==> config.mk <==
export PLATFORM = sky130hd
export DESIGN_NAME = c432_resp_monitor
export DESIGN_NICKNAME = d
export VERILOG_FILES = /design/src/rtl/c432_mon_pkg.sv /design/src/rtl/c432_misr.sv /design/src/rtl/c432_resp_monitor.sv
export SDC_FILE = /design/constraint.sdc
export NUM_CORES = 1
export LEC_CHECK = 0
export ABC_AREA = 0
export ABC_CLOCK_PERIOD_IN_PS = 1600
export CAP_MARGIN = 5
export CORE_ASPECT_RATIO = 1.2
export CORE_MARGIN = 3
export CORE_UTILIZATION = 41
export DETAILED_ROUTE_END_ITERATION = 16
export PLACE_DENSITY = 0.74
export SLEW_MARGIN = 0
export SYNTH_ARGS = -nofsm -noshare
export SYNTH_HDL_FRONTEND = slang
export SYNTH_SLANG_ARGS = --single-unit
==> constraint.sdc <==
create_clock -name clk -period 1.6 [get_ports clk]
set_input_delay 0.24 -clock clk [delete_from_list [all_inputs] [get_ports clk]]
set_output_delay 0.24 -clock clk [all_outputs]
set_load 0.05 [all_outputs]
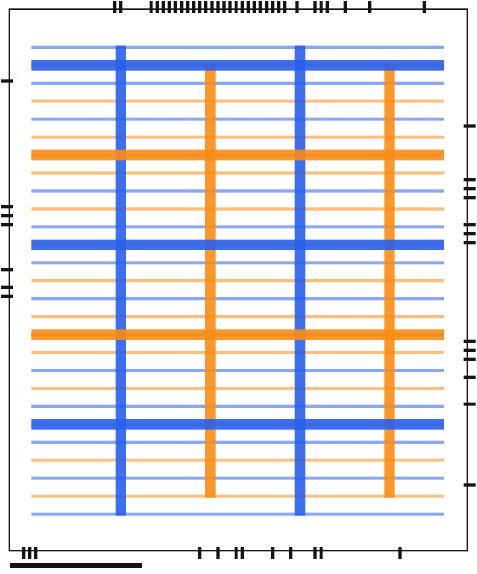
(run_1/floorplan.png)
Scale bar: 20 µm. Pins as bars on the die edge.
[VDD] orange
[VSS] blue
met1 rails: 27
signal pins: 64
met5 straps: 5
met4 straps: 4
die height: 81.8 µm
Die Wd: 69.2 µm
Max VDD drop: 951 µV
core area: 4420 µm²

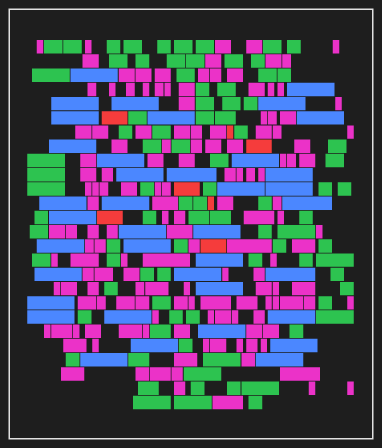
(run_1/class_map.png)
[remaining logic cells] magenta | cells: 146 | share of their area: 36%
[clock drivers and dummy loads] red | cells: 7 | share of their area: 2.5%
[registers] blue | cells: 38 | share of their area: 32%
[remaining buffers and delay cells] green | cells: 87 | share of their area: 30%
Site Rows: 26
fraction of area in registers: 0.311
post-route cell area: 3070 µm²
Layout Utilization: 0.693

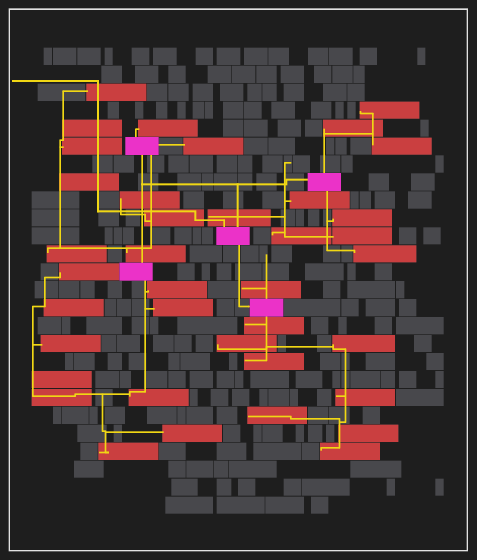
(run_1/clock_wires.png)
[flip-flops] red | count: 38
[clock wires] yellow | length: 447 µm
[clock-net drivers] magenta | count: 5
routed clock nets: 6
Clk. pwr: 0.000596 W
clock power share: 0.126
Worst Skew: 2.84 ps
Clock Latency Late Sink: 280 ps

==> changes_impl.md, run 1 <==
### Implementation results

* Status: finished, violations left
* Failing checks: setup timing
* Largest cell class by area: combinational gates
* Yosys top cell by instances: dfrtp_1
* Mapped Cells at roughly 190
* Seq. cell area at roughly 950 µm²
* Ys flops at 38
* P_seq at 0.00143 W
* DR vias at about 1,600
* WL per Instance at approximately 15 µm
* First-pass GRT wire length at 7700 µm
* TritonRoute pass-1 iters at 4
* Fin crit period at between 1500 and 2000 ps
* Top_reg_cell synth: dfrtp_1
* Initial antenna violation count at 0
* Post-synth mux share at 0.0108
* Final worst slack at -138 ps
* WP depth at 6
* Max-Cap Viols at 0
* Buffers, non-clock at 87
* CP max stage delay at 390 ps
* Slew Viols, Final at 0
* LEAKAGE at 1.35 nW
* Die area at about 5700 µm²
* ClkCell Share at 0.0249
* Combinational share of power at 0.571
* Hold crit path type: in -> async
* DP HPWL at between 3000 and 4000 µm
* Fillers at 346
* CP delay by family, top: buffers and inverters
* WL final at around 4900 µm
* Post-Synth AOI/OAI Area at 0.0745
* Top Consumer: combinational cells
* DRT iter0 DRCs at about 97
* H-Tree Depth at 2
* Comb area share at 0.339
* Crit. End Element: output pin
* FF+latch count at 38
* Reg clk slew, reported paths at 70 ps
* Yosys synthesis chip area at 1960 µm²
* Synth Seq Share at 0.484
* CP Class: reg -> out
* Int Pwr at about 0.0027 W
* Layout cell share with drive strength beyond 1 at 0.338
* Io pins at approximately 64
* Non-clk buf share at 0.291
* Sequential Power Share at 0.302
* Psw at between 0.002 and 0.0025 W
* Placed cell area at ~2800 µm²
* Crit-path cells: buf_6, ha_4, buf_12, clkinvlp_4, buf_6, buf_12
* Clock buffer depth at 2
* Dpl cells at 319
* RSZ-0062 raised after global routing: true
* # setup viols final at 10
* CTS Root Cell: clkbuf_8
* Dominant comb cell: simple AND/OR/NAND/NOR gates
* Buf/Inv on CP at 5
* Switching share of power at 0.425
* R2r worst-path depth at 8
* Simple share at 0.183
## run 1: through the flow
stage | hold slack, ps | power, W
6_report | 314 | 0.00471
3_3_place_gp | 481 | 0.00384
5_1_grt | 342 | 0.00500
2_1_floorplan | 431 | 0.00286
4_1_cts | 320 | 0.00462
3_5_place_dp | 488 | 0.00386
## run 1: worst register-to-register path, stage by stage (launching register included)
cell and delay, ps:
dfrtp_1 390, buf_6 130, ha_4 250, buf_12 120, clkinvlp_4 70, buf_6 90
nor2_4 40, o31ai_1 350, o41ai_2 150
## run 1: timing repair
action | 4_1_cts | 5_1_grt
setup buffers | 7 | 0
setup endpoints to repair | 3 | 26
gates cloned | 0 | 1
gates resized | 9 | 17
pin swaps | 1 | 2
--- run 2 (diff from run 1) ---
SETUP_SLACK_MARGIN = 0.5   (was not set)
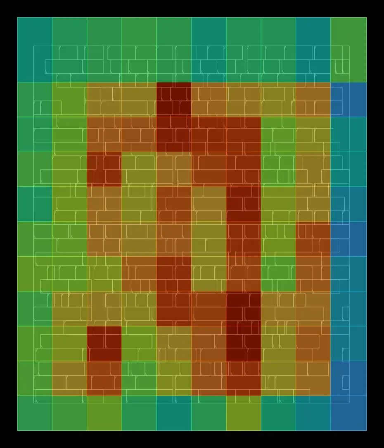
(run_2/congestion_map.png)
M1 GR Usage: 0.221
WL per Instance: 18.9 µm
GR Util met3: 0.0416

==> run 2 against run 1 <==
Effect of this change:
- the run still ends with setup timing left
- power rose by 23%
- sequential power is 7% higher
- critical path type is now reg -> reg
- non-clock buffer count increased by 11
- worst hold slack better by 8.9 ps
- first-iteration DRC count is 14% lower
- sequential share of layout area is 4.5 points lower
- highest routed layer unchanged
- design area up 19%
- clock power is 19% higher
- via count grew 13%
- worst setup slack improved by 58 ps
- die size is the same
==> changes_impl.md, run 2 <==
### Implementation results

* Post-CTS Resized at 52 (+43)
* Critical path arrival at about 1900 ps
* Initial antenna violation count at 0 (unchanged)
* Die area at 5660 µm² (unchanged)
* Core area at 4420 µm² (unchanged)
* Top post-synthesis cells by count: dfrtp_1, xor2_1, nor2_1, nand2_1, xnor2_1
* Combinational share of power at 0.614 (+0.043)
* RSZ-0062 raised after global routing: true
* Slew Viols, Final at 0 (unchanged)
* First-pass GRT wire length at 8160 µm (+6.0%)
* Post-route DRC violation count at 0
* Mapped Cells at 191 (unchanged)
* LEAKAGE at 1.51 nW (+12%)
* Sequential Power Share at 0.263 (-0.039)
* Switching share of power at 0.438 (+0.0139)
* Placed cell area at 2750 µm² (-2.8%)
* Die Wd at 69.2 µm (unchanged)
* Site Rows at 26 (unchanged)
* Crit-path cells: inv_2, ha_4, nor4b_4, a41oi_2, or2_1, o41ai_2
* Yosys top cell by instances: dfrtp_1
* Reg clk slew, reported paths at 80 ps (about the same)
* Ys flops at 38 (unchanged)
* Total power at 0.00582 W (+23%)
* Clk. pwr at 0.000712 W (+19%)
* Mapped Area at 1960 µm²
* Psw at 0.00255 W (+27%)
* Yosys top cell area share at 0.484
* Fin crit period at 1680 ps (-58.2 ps)
* Failing checks: setup timing
* P_seq at 0.00153 W (+7%)
* Hold crit path type: in -> async
* Status: finished, violations left
* CTS Root Cell: clkbuf_8
* WL final at 6600 µm (+35%)
* CP max FO at 4
* Final worst slack at -80.0 ps (+58.2 ps)
* Crit. End Element: flop
* Int Pwr at 0.00327 W (+20%)
* Setup repair bufs after CTS at 11 (+4)
* # setup viols final at 7 (-3)
* DR vias at 1,829 (+13%)
* Layout Utilization at 0.826 (+0.133)
* Max VDD drop at 1200 µV (+26%)
* Worst Skew at 10.7 ps (+7.86 ps)
* TritonRoute pass-1 iters at 4 (unchanged)
* Dpl cells at 309 (-3.1%)
* WP depth at 6 (unchanged)
* Total gr overflow at 0
* Clock Latency Late Sink at 300 ps (+20 ps)
* Post-route cell area at 3650 µm² (+19%)
* Port-buffer cells at between 50 and 60
* Clock power share at 0.122 (-0.004)
* R2r worst-path depth at 6 (-2)
* Yosys synthesis chip area at 1960 µm² (unchanged)
* Slew HR at 0.607
* Gpl congestion at roughly 0.79
* CP max stage delay at 410 ps (+20 ps)
* Top_reg_cell synth: dfrtp_1
* Synth Seq Share at 0.484 (unchanged)
* Top Consumer: combinational cells
* H-Tree Depth at 2 (unchanged)
* Die height at 81.8 µm (unchanged)
* CP Class: reg -> reg
* Period utilisation layout at 1.05
* Layout cell share with drive strength beyond 1 at 0.565 (+0.226)
* Max-Cap Viols at 0 (unchanged)
* DP HPWL at 3340 µm (-3.0%)
* ANT nets after route at 0
* Hold_ws at 322 ps (+8.87 ps)
* Io pins at 64 (unchanged)
* Yosys cell count at about 190
* CP delay by family, top: simple AND/OR/NAND/NOR gates
* # hold bufs at CTS at 0
* DRT iter0 DRCs at 83 (-14%)
* Clock buffer depth at 2 (unchanged)
* Buf/Inv on CP at 1 (-4)
==> run 2: layout make-up <==
class                      count  area, µm²
clock inverter                 2       12.5
clock buffer                   6       82.6
timing repair buffer          98       1120
fill                         236        771
tap                           56       70.1
inverter                       8       37.5
multi-input combinational    142       1360
sequential                    38        973
==> run 2: cells by family after synthesis <==
family / share of synthesized area
simple gates: 0.183
flops: 0.484
xor+xnor: 0.147
compound gates: 0.0745
buf+inv: 0.0541
fa+ha+maj: 0.0446
mux: 0.0108
other cells: 0.00191
==> run 2: layer usage <==
| metal | share of wire | vias to the layer above |
|---|---|---|
| li1 | - | 843 |
| met5 | 0 | - |
| met1 | 0.40 | 904 |
| met2 | 0.54 | 57 |
| met3 | 0.036 | 25 |
| met4 | 0.029 | 0 |
Power figures rest on the tool's default switching activity, not on a simulated workload.
